File: src/rtl/decode_stage.sv
// RV32I decode stage: splits the fetched instruction into register indices,
// immediate, one-hot ALU op / opcode class and exception flags, one cycle late.
module decode_stage (
  input  logic               clk,
  input  logic               rst,
  input  logic [31:0]        fetch_instr,
  input  logic [31:0]        fetch_pc,
  output logic [31:0]        decode_pc,
  output logic [4:0]         decode_rs1,
  output logic [4:0]         decode_r_rs1,
  output logic [4:0]         decode_rs2,
  output logic [4:0]         decode_r_rs2,
  output logic [4:0]         decode_r_rd,
  output logic signed [31:0] decode_imm,
  output logic [2:0]         decode_funct3,
  output logic [13:0]        decode_alu_type,
  output logic [10:0]        decode_opcode_type,
  output logic [3:0]         decode_exception,
  input  logic               clk_en,
  output logic               next_clk_en,
  input  logic               stall,
  output logic               next_stall,
  input  logic               flush,
  output logic               next_flush
);

  localparam logic [6:0] OPC_RTYPE  = 7'b0110011;
  localparam logic [6:0] OPC_ITYPE  = 7'b0010011;
  localparam logic [6:0] OPC_LOAD   = 7'b0000011;
  localparam logic [6:0] OPC_STORE  = 7'b0100011;
  localparam logic [6:0] OPC_BRANCH = 7'b1100011;
  localparam logic [6:0] OPC_JAL    = 7'b1101111;
  localparam logic [6:0] OPC_JALR   = 7'b1100111;
  localparam logic [6:0] OPC_LUI    = 7'b0110111;
  localparam logic [6:0] OPC_AUIPC  = 7'b0010111;
  localparam logic [6:0] OPC_SYSTEM = 7'b1110011;
  localparam logic [6:0] OPC_FENCE  = 7'b0001111;

  localparam logic [10:0] CLS_RTYPE  = 11'h001;
  localparam logic [10:0] CLS_ITYPE  = 11'h002;
  localparam logic [10:0] CLS_LOAD   = 11'h004;
  localparam logic [10:0] CLS_STORE  = 11'h008;
  localparam logic [10:0] CLS_BRANCH = 11'h010;
  localparam logic [10:0] CLS_JAL    = 11'h020;
  localparam logic [10:0] CLS_JALR   = 11'h040;
  localparam logic [10:0] CLS_LUI    = 11'h080;
  localparam logic [10:0] CLS_AUIPC  = 11'h100;
  localparam logic [10:0] CLS_SYSTEM = 11'h200;
  localparam logic [10:0] CLS_FENCE  = 11'h400;

  localparam logic [13:0] ALU_ADD  = 14'h0001;
  localparam logic [13:0] ALU_SUB  = 14'h0002;
  localparam logic [13:0] ALU_SLT  = 14'h0004;
  localparam logic [13:0] ALU_SLTU = 14'h0008;
  localparam logic [13:0] ALU_XOR  = 14'h0010;
  localparam logic [13:0] ALU_OR   = 14'h0020;
  localparam logic [13:0] ALU_AND  = 14'h0040;
  localparam logic [13:0] ALU_SLL  = 14'h0080;
  localparam logic [13:0] ALU_SRL  = 14'h0100;
  localparam logic [13:0] ALU_SRA  = 14'h0200;
  localparam logic [13:0] ALU_EQ   = 14'h0400;
  localparam logic [13:0] ALU_NEQ  = 14'h0800;
  localparam logic [13:0] ALU_GE   = 14'h1000;
  localparam logic [13:0] ALU_GEU  = 14'h2000;

  localparam logic [3:0] EXC_NONE    = 4'h0;
  localparam logic [3:0] EXC_ILLEGAL = 4'h1;
  localparam logic [3:0] EXC_ECALL   = 4'h2;
  localparam logic [3:0] EXC_EBREAK  = 4'h4;
  localparam logic [3:0] EXC_MRET    = 4'h8;

  function automatic logic [31:0] imm_i(input logic [31:0] ins);
    imm_i = {{20{ins[31]}}, ins[31:20]};
  endfunction

  function automatic logic [31:0] imm_s(input logic [31:0] ins);
    imm_s = {{20{ins[31]}}, ins[31:25], ins[11:7]};
  endfunction

  function automatic logic [31:0] imm_b(input logic [31:0] ins);
    imm_b = {{19{ins[31]}}, ins[31], ins[7], ins[30:25], ins[11:8], 1'b0};
  endfunction

  function automatic logic [31:0] imm_j(input logic [31:0] ins);
    imm_j = {{11{ins[31]}}, ins[31], ins[19:12], ins[20], ins[30:21], 1'b0};
  endfunction

  function automatic logic [31:0] imm_u(input logic [31:0] ins);
    imm_u = {ins[31:12], 12'd0};
  endfunction

  // SUB only exists in register form; SRA is selected by bit 30 in both forms.
  function automatic logic [13:0] arith_alu(input logic [2:0] f3, input logic b30,
                                            input logic is_reg);
    case (f3)
      3'b000:  arith_alu = (is_reg && b30) ? ALU_SUB : ALU_ADD;
      3'b001:  arith_alu = ALU_SLL;
      3'b010:  arith_alu = ALU_SLT;
      3'b011:  arith_alu = ALU_SLTU;
      3'b100:  arith_alu = ALU_XOR;
      3'b101:  arith_alu = b30 ? ALU_SRA : ALU_SRL;
      3'b110:  arith_alu = ALU_OR;
      3'b111:  arith_alu = ALU_AND;
      default: arith_alu = 14'd0;
    endcase
  endfunction

  logic        stall_bit;
  logic        capture;
  logic [6:0]  opcode;
  logic [2:0]  funct3;
  logic [10:0] dec_cls;
  logic [13:0] dec_alu;
  logic [31:0] dec_imm;
  logic [3:0]  dec_exc;

  logic [31:0] pc_d, pc_q;
  logic [4:0]  rs1_d, rs1_q, rs2_d, rs2_q, rd_d, rd_q;
  logic [31:0] imm_d, imm_q;
  logic [2:0]  funct3_d, funct3_q;
  logic [13:0] alu_d, alu_q;
  logic [10:0] cls_d, cls_q;
  logic [3:0]  exc_d, exc_q;
  logic        funct7_bit6_d, funct7_bit6_q;
  logic        next_clk_en_d, next_clk_en_q;

  assign stall_bit  = stall;
  assign capture    = clk_en & ~stall_bit & ~rst;
  assign opcode     = fetch_instr[6:0];
  assign funct3     = fetch_instr[14:12];
  assign next_stall = stall & ~flush;
  assign next_flush = flush;
  assign decode_rs1 = fetch_instr[19:15];
  assign decode_rs2 = fetch_instr[24:20];

  // Instruction field decode
  always_comb begin
    dec_cls = 11'd0;
    dec_alu = 14'd0;
    dec_imm = 32'd0;
    dec_exc = EXC_NONE;
    case (opcode)
      OPC_RTYPE: begin
        dec_cls = CLS_RTYPE;
        dec_alu = arith_alu(funct3, fetch_instr[30], 1'b1);
      end
      OPC_ITYPE: begin
        dec_cls = CLS_ITYPE;
        dec_alu = arith_alu(funct3, fetch_instr[30], 1'b0);
        dec_imm = imm_i(fetch_instr);
      end
      OPC_LOAD: begin
        dec_cls = CLS_LOAD;
        dec_alu = ALU_ADD;
        dec_imm = imm_i(fetch_instr);
        case (funct3)
          3'b000, 3'b001, 3'b010, 3'b100, 3'b101: dec_exc = EXC_NONE;
          default:                                dec_exc = EXC_ILLEGAL;
        endcase
      end
      OPC_STORE: begin
        dec_cls = CLS_STORE;
        dec_alu = ALU_ADD;
        dec_imm = imm_s(fetch_instr);
        case (funct3)
          3'b000, 3'b001, 3'b010: dec_exc = EXC_NONE;
          default:                dec_exc = EXC_ILLEGAL;
        endcase
      end
      OPC_BRANCH: begin
        dec_cls = CLS_BRANCH;
        dec_imm = imm_b(fetch_instr);
        case (funct3)
          3'b000:  dec_alu = ALU_EQ;
          3'b001:  dec_alu = ALU_NEQ;
          3'b100:  dec_alu = ALU_SLT;
          3'b101:  dec_alu = ALU_GE;
          3'b110:  dec_alu = ALU_SLTU;
          3'b111:  dec_alu = ALU_GEU;
          default: dec_exc = EXC_ILLEGAL;
        endcase
      end
      OPC_JAL: begin
        dec_cls = CLS_JAL;
        dec_alu = ALU_ADD;
        dec_imm = imm_j(fetch_instr);
      end
      OPC_JALR: begin
        dec_cls = CLS_JALR;
        dec_alu = ALU_ADD;
        dec_imm = imm_i(fetch_instr);
      end
      OPC_LUI: begin
        dec_cls = CLS_LUI;
        dec_alu = ALU_ADD;
        dec_imm = imm_u(fetch_instr);
      end
      OPC_AUIPC: begin
        dec_cls = CLS_AUIPC;
        dec_alu = ALU_ADD;
        dec_imm = imm_u(fetch_instr);
      end
      OPC_SYSTEM: begin
        dec_cls = CLS_SYSTEM;
        dec_imm = imm_i(fetch_instr);
        // CSR accesses are legal SYSTEM encodings that raise nothing here
        case (fetch_instr)
          32'h0000_0073: dec_exc = EXC_ECALL;
          32'h0010_0073: dec_exc = EXC_EBREAK;
          32'h3020_0073: dec_exc = EXC_MRET;
          default:       dec_exc = EXC_NONE;
        endcase
      end
      OPC_FENCE: begin
        dec_cls = CLS_FENCE;
      end
      default: begin
        dec_exc = EXC_ILLEGAL;
      end
    endcase
  end

  // Capture or hold the decoded fields; flush beats stall for the valid bit
  always_comb begin
    if (capture) begin
      pc_d          = fetch_pc;
      rs1_d         = fetch_instr[19:15];
      rs2_d         = fetch_instr[24:20];
      rd_d          = fetch_instr[11:7];
      imm_d         = dec_imm;
      funct3_d      = funct3;
      alu_d         = dec_alu;
      cls_d         = dec_cls;
      exc_d         = dec_exc;
      funct7_bit6_d = fetch_instr[30];
    end else begin
      pc_d          = pc_q;
      rs1_d         = rs1_q;
      rs2_d         = rs2_q;
      rd_d          = rd_q;
      imm_d         = imm_q;
      funct3_d      = funct3_q;
      alu_d         = alu_q;
      cls_d         = cls_q;
      exc_d         = exc_q;
      funct7_bit6_d = funct7_bit6_q;
    end

    if (flush) begin
      next_clk_en_d = 1'b0;
    end else if (!stall_bit) begin
      next_clk_en_d = clk_en;
    end else begin
      next_clk_en_d = next_clk_en_q;
    end
  end

  // Pipeline registers with synchronous reset
  always_ff @(posedge clk) begin
    if (rst) begin
      pc_q          <= 32'd0;
      rs1_q         <= 5'd0;
      rs2_q         <= 5'd0;
      rd_q          <= 5'd0;
      imm_q         <= 32'd0;
      funct3_q      <= 3'd0;
      alu_q         <= 14'd0;
      cls_q         <= 11'd0;
      exc_q         <= 4'd0;
      funct7_bit6_q <= 1'b0;
      next_clk_en_q <= 1'b0;
    end else begin
      pc_q          <= pc_d;
      rs1_q         <= rs1_d;
      rs2_q         <= rs2_d;
      rd_q          <= rd_d;
      imm_q         <= imm_d;
      funct3_q      <= funct3_d;
      alu_q         <= alu_d;
      cls_q         <= cls_d;
      exc_q         <= exc_d;
      funct7_bit6_q <= funct7_bit6_d;
      next_clk_en_q <= next_clk_en_d;
    end
  end

  assign decode_pc          = pc_q;
  assign decode_r_rs1       = rs1_q;
  assign decode_r_rs2       = rs2_q;
  assign decode_r_rd        = rd_q;
  assign decode_imm         = imm_q;
  assign decode_funct3      = funct3_q;
  assign decode_alu_type    = alu_q;
  assign decode_opcode_type = cls_q;
  assign decode_exception   = exc_q;
  assign next_clk_en        = next_clk_en_q;

endmodule

File: config.mk
export PLATFORM = sky130hd
export DESIGN_NAME = decode_stage
export DESIGN_NICKNAME = d
export VERILOG_FILES = /design/src/rtl/decode_stage.sv
export SDC_FILE = /design/constraint.sdc
export NUM_CORES = 1
export LEC_CHECK = 0
export CAP_MARGIN = 20
export CORE_MARGIN = 2
export CORE_UTILIZATION = 44
export CTS_BUF_LIST = sky130_fd_sc_hd__clkbuf_8
export DETAILED_ROUTE_END_ITERATION = 12
export PLACE_DENSITY = 0.8
export SYNTH_ARGS = -nofsm -noshare
export SYNTH_HDL_FRONTEND = slang
export SYNTH_SLANG_ARGS = --single-unit
File: constraint.sdc
create_clock -name clk -period 1.67 [get_ports clk]
set_input_delay 0.2505 -clock clk [delete_from_list [all_inputs] [get_ports clk]]
set_output_delay 0.2505 -clock clk [all_outputs]
set_load 0.01 [all_outputs]
pins.png
Pins as bars across the die edge, other pins in grey.
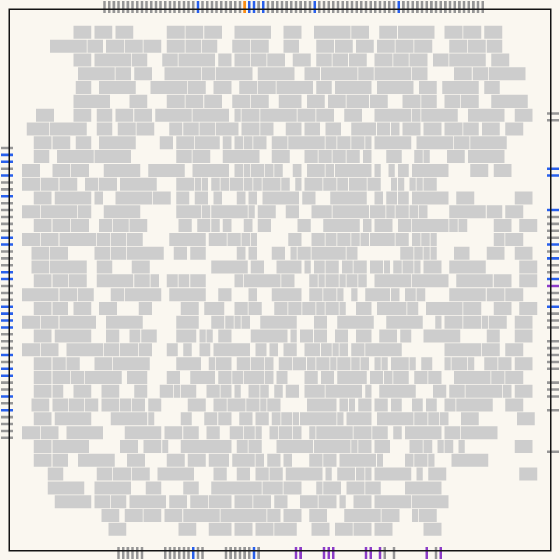
[orange] rst | pins: 1 | direction: input | edge: north
[purple] decode_opcode_type | pins: 11 | direction: output | edge: 10 south, 1 east
[blue] decode_imm | pins: 32 | direction: output | edge: 17 west, 7 east, 6 north, 2 south
all pins by edge: 82 north, 43 west, 36 south, 32 east
die span in y: 106 microns
port bufs: 192

density.png
The die is cut into 11 by 11 equal tiles; white is low, dark blue is high, 0 to 100% covered.
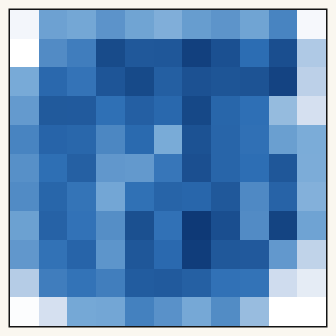
tiles over 75% full: 41%
fullest tile: 96%
nearly empty tiles: 3.3%
mean over tiles: 65%
emptiest ninth of the die: south-east
core area: 10200 sq um
Initial Utilization: 45.1%
final core occ: 73.4%

==> flow_summary.json <==
{
  "vdd_drop_max_mv": 0.393,
  "crit_path_end_kind": "primary output",
  "xor_share_pct": 0,
  "worst_ep_required_time_ns": 1.42,
  "cp_slowest_stage_delay_ns": 0.54,
  "logic_family": "AND-OR/OR-AND gates",
  "syn_avg_cell_area_sq_um": 9.78,
  "place_hpwl_microns": 11800,
  "rows": 37,
  "routed_wl_microns": 15700,
  "mi_logic_area_sq_um": 2060,
  "die_width_microns": 106,
  "worst_pin_slew_ns": 0.409,
  "cts_resized": 5,
  "cp_max_fo": 3,
  "num-nonclk-inverters": 19,
  "whs_path_depth": 3,
  "path_class": "input port to primary output",
  "setup_slack_ns": 0.00968,
  "p_int_uw": 3800,
  "n_all_buffers": 296,
  "synthAdderAreaFrac_pct": 0,
  "hold_path_class": "input port to flip-flop",
  "slew_violations": 0,
  "buffer_area_share_pct": 37.1,
  "final_nets": 795,
  "grtUsageMet1_pct": 34.4,
  "syn-cell-area_sq_um": 4610,
  "cp.buffers_inverters": 3,
  "path_clk_slew_ns": 0.11,
  "clock_area_share_pct": 2.40,
  "drt_first_iter_violations": 412,
  "yosys-stat-cells": 472,
  "final_cell_area_sq_um": 7510,
  "cts_hold_buf": 0,
  "cts_root_buffer": "clkbuf_8",
  "p_leak_uw": 0.00302,
  "worstPathArrival_ns": 1.41,
  "syn_inst": 472,
  "worstSetupStartpointType": "input port",
  "antenna_cells": 0,
  "p_comb_uw": 895,
  "warnings": 26,
  "power_frac_comb_pct": 17.1,
  "comb_area_share_pct": 27.5,
  "cap_violations": 0,
  "layout_top_cell": "clkdlybuf4s50_1",
  "yosysTopAreaCell": "dfxtp_1",
  "clock_buffers": 9,
  "whs_ns": 0.427,
  "post_dp_cell_area_sq_um": 7240,
  "comb_cells": 288,
  "fmax_mhz": 602,
  "p_clk_share_pct": 29.8,
  "drcViolationCount": 0,
  "p_seq_uw": 2770,
  "grt_max_degree": 35,
  "final_cells": 867,
  "netlist_top_cells_count": "112 x dfxtp_1, 61 x a22o_1, 38 x nand2_1, 28 x a21oi_1, 20 x nor3_1",
  "seq_share_pct": 29.9,
  "outcome": "complete, no violations",
  "crit_top_cell": "clkdlybuf4s50_1",
  "ys_seq_share_pct": 48.6,
  "routedWlPerCell_microns": 18.1,
  "min_period_ns": 1.66,
  "ys_seq_elements": 112,
  "worstSetupPathDepth": 3,
  "crit_family": "buffers and inverters",
  "vias": 4807,
  "chipArea_sq_um": 11300,
  "grt_util_all_layers_pct": 26.9,
  "synth_cell_types": 54,
  "cts_htree_levels": 3,
  "drive_gt1_share_pct": 19.0,
  "synthSimpleGateAreaFrac_pct": 14.2,
  "ys_warn_count": 0,
  "dr_wl_met3_microns": 1000,
  "ys_sh_mux_pct": 0.461,
  "dp.cells": 849,
  "antenna_found_initial": 0,
  "grt_util_met2_pct": 46.1,
  "drtAntennaViolNets": 0,
  "grt_pass1_wl_microns": 24300,
  "fin_crit_sh_pct": 99.4,
  "tritoncts": "done",
  "compound_area_share_pct": 28.7,
  "ys_top_cells_by_area": "dfxtp_1 49%, a22o_1 12%, nand2_1 3.1%",
  "grt_pass1_vias": 4703,
  "post_cts_buffers": 0,
  "largest_cell_class": "non-clock buffers",
  "switching_share_pct": 27.2,
  "met1Wirelength_microns": 6510,
  "crit_chain": "clkdlybuf4s50_1, buf_4, clkdlybuf4s50_1",
  "critPathSlowestCell": "clkdlybuf4s50_1",
  "synth_nets": 541,
  "fin_skew_ns": 0,
  "slew_headroom_pct": 72.5,
  "switchingPower_uw": 1420,
  "ff_type": "dfxtp_1",
  "most_common_cell": "dfxtp_1",
  "vias_per_cell": 5.54,
  "power-top-group": "sequential cells",
  "hold_viol": 0,
  "dr.max_layer_used": "met4",
  "final_cell_mix": "181 x clkdlybuf4s50_1, 112 x dfxtp_1, 98 x buf_4, 61 x a22o_1, 37 x nand2_1",
  "cts.sinks": 112,
  "seq_area_sq_um": 2240,
  "clk_path_buf_depth": 2,
  "place_ws_ns": -0.436,
  "cts_buffers": 9,
  "synthToLayoutAreaGrowth_pct": 62.7,
  "ioPinCount": 193,
  "top_area_share_pct": 48.6,
  "route.met2.wl_microns": 7890,
  "yosysChipArea_sq_um": 4610,
  "power.density_nw_per_um2": 696,
  "worstRegToRegCells": 4,
  "busiest_layer": "met2",
  "dr.pass1.iters": 5,
  "finalSetupTns_ns": 0,
  "routabilityCongestion": 0.914,
  "gr-total-overflow": 0,
  "grt_use_met3_pct": 4.60,
  "edf_count": 0,
  "seqPwrFrac_pct": 53.1,
  "async_flop_share_pct": 0,
  "setup_viol": 0
}
final_placement.png
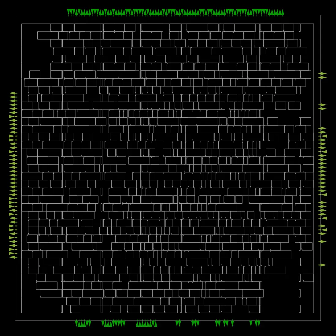
Flops: 112
n_taps: 136
Fillers: 733

clock_map.png
The bar under the picture is 20 microns long.
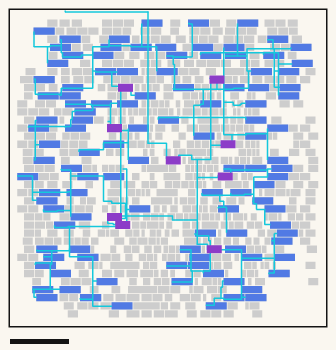
[cyan] clock wires | length: 1260 microns
[blue] flip-flops | count: 112
[purple] cells driving clock nets | count: 9
routed clock nets: 10
flops lie: spread over the die
Worst-Skew Late Latency: 0.37 ns
Clock net power: 1550 uW

[path summary, 6_finish.rpt]
check / from / slack (ns) / to
worst max-delay path: fetch_instr[15] / 0.01 / decode_rs1[0]
worst min-delay path: fetch_instr[4] / 0.43 / decode_opcode_type[8]
worst max register to register: decode_imm[2] / 0.63 / decode_imm[2]
worst min register to register: decode_alu_type[1] / 0.45 / decode_alu_type[1]
[metrics by stage]
| stage | util [%] | power [uW] |
|---|---|---|
| 2_1_floorplan | - | 3150 |
| 3_3_place_gp | 70.8 | 3690 |
| 3_5_place_dp | 70.8 | 3710 |
| 4_1_cts | 72.5 | 5220 |
| 5_1_grt | 73.4 | 5380 |
| 6_report | 73.4 | 5220 |
No activity file was given, so power comes from the tool's default toggle rates.
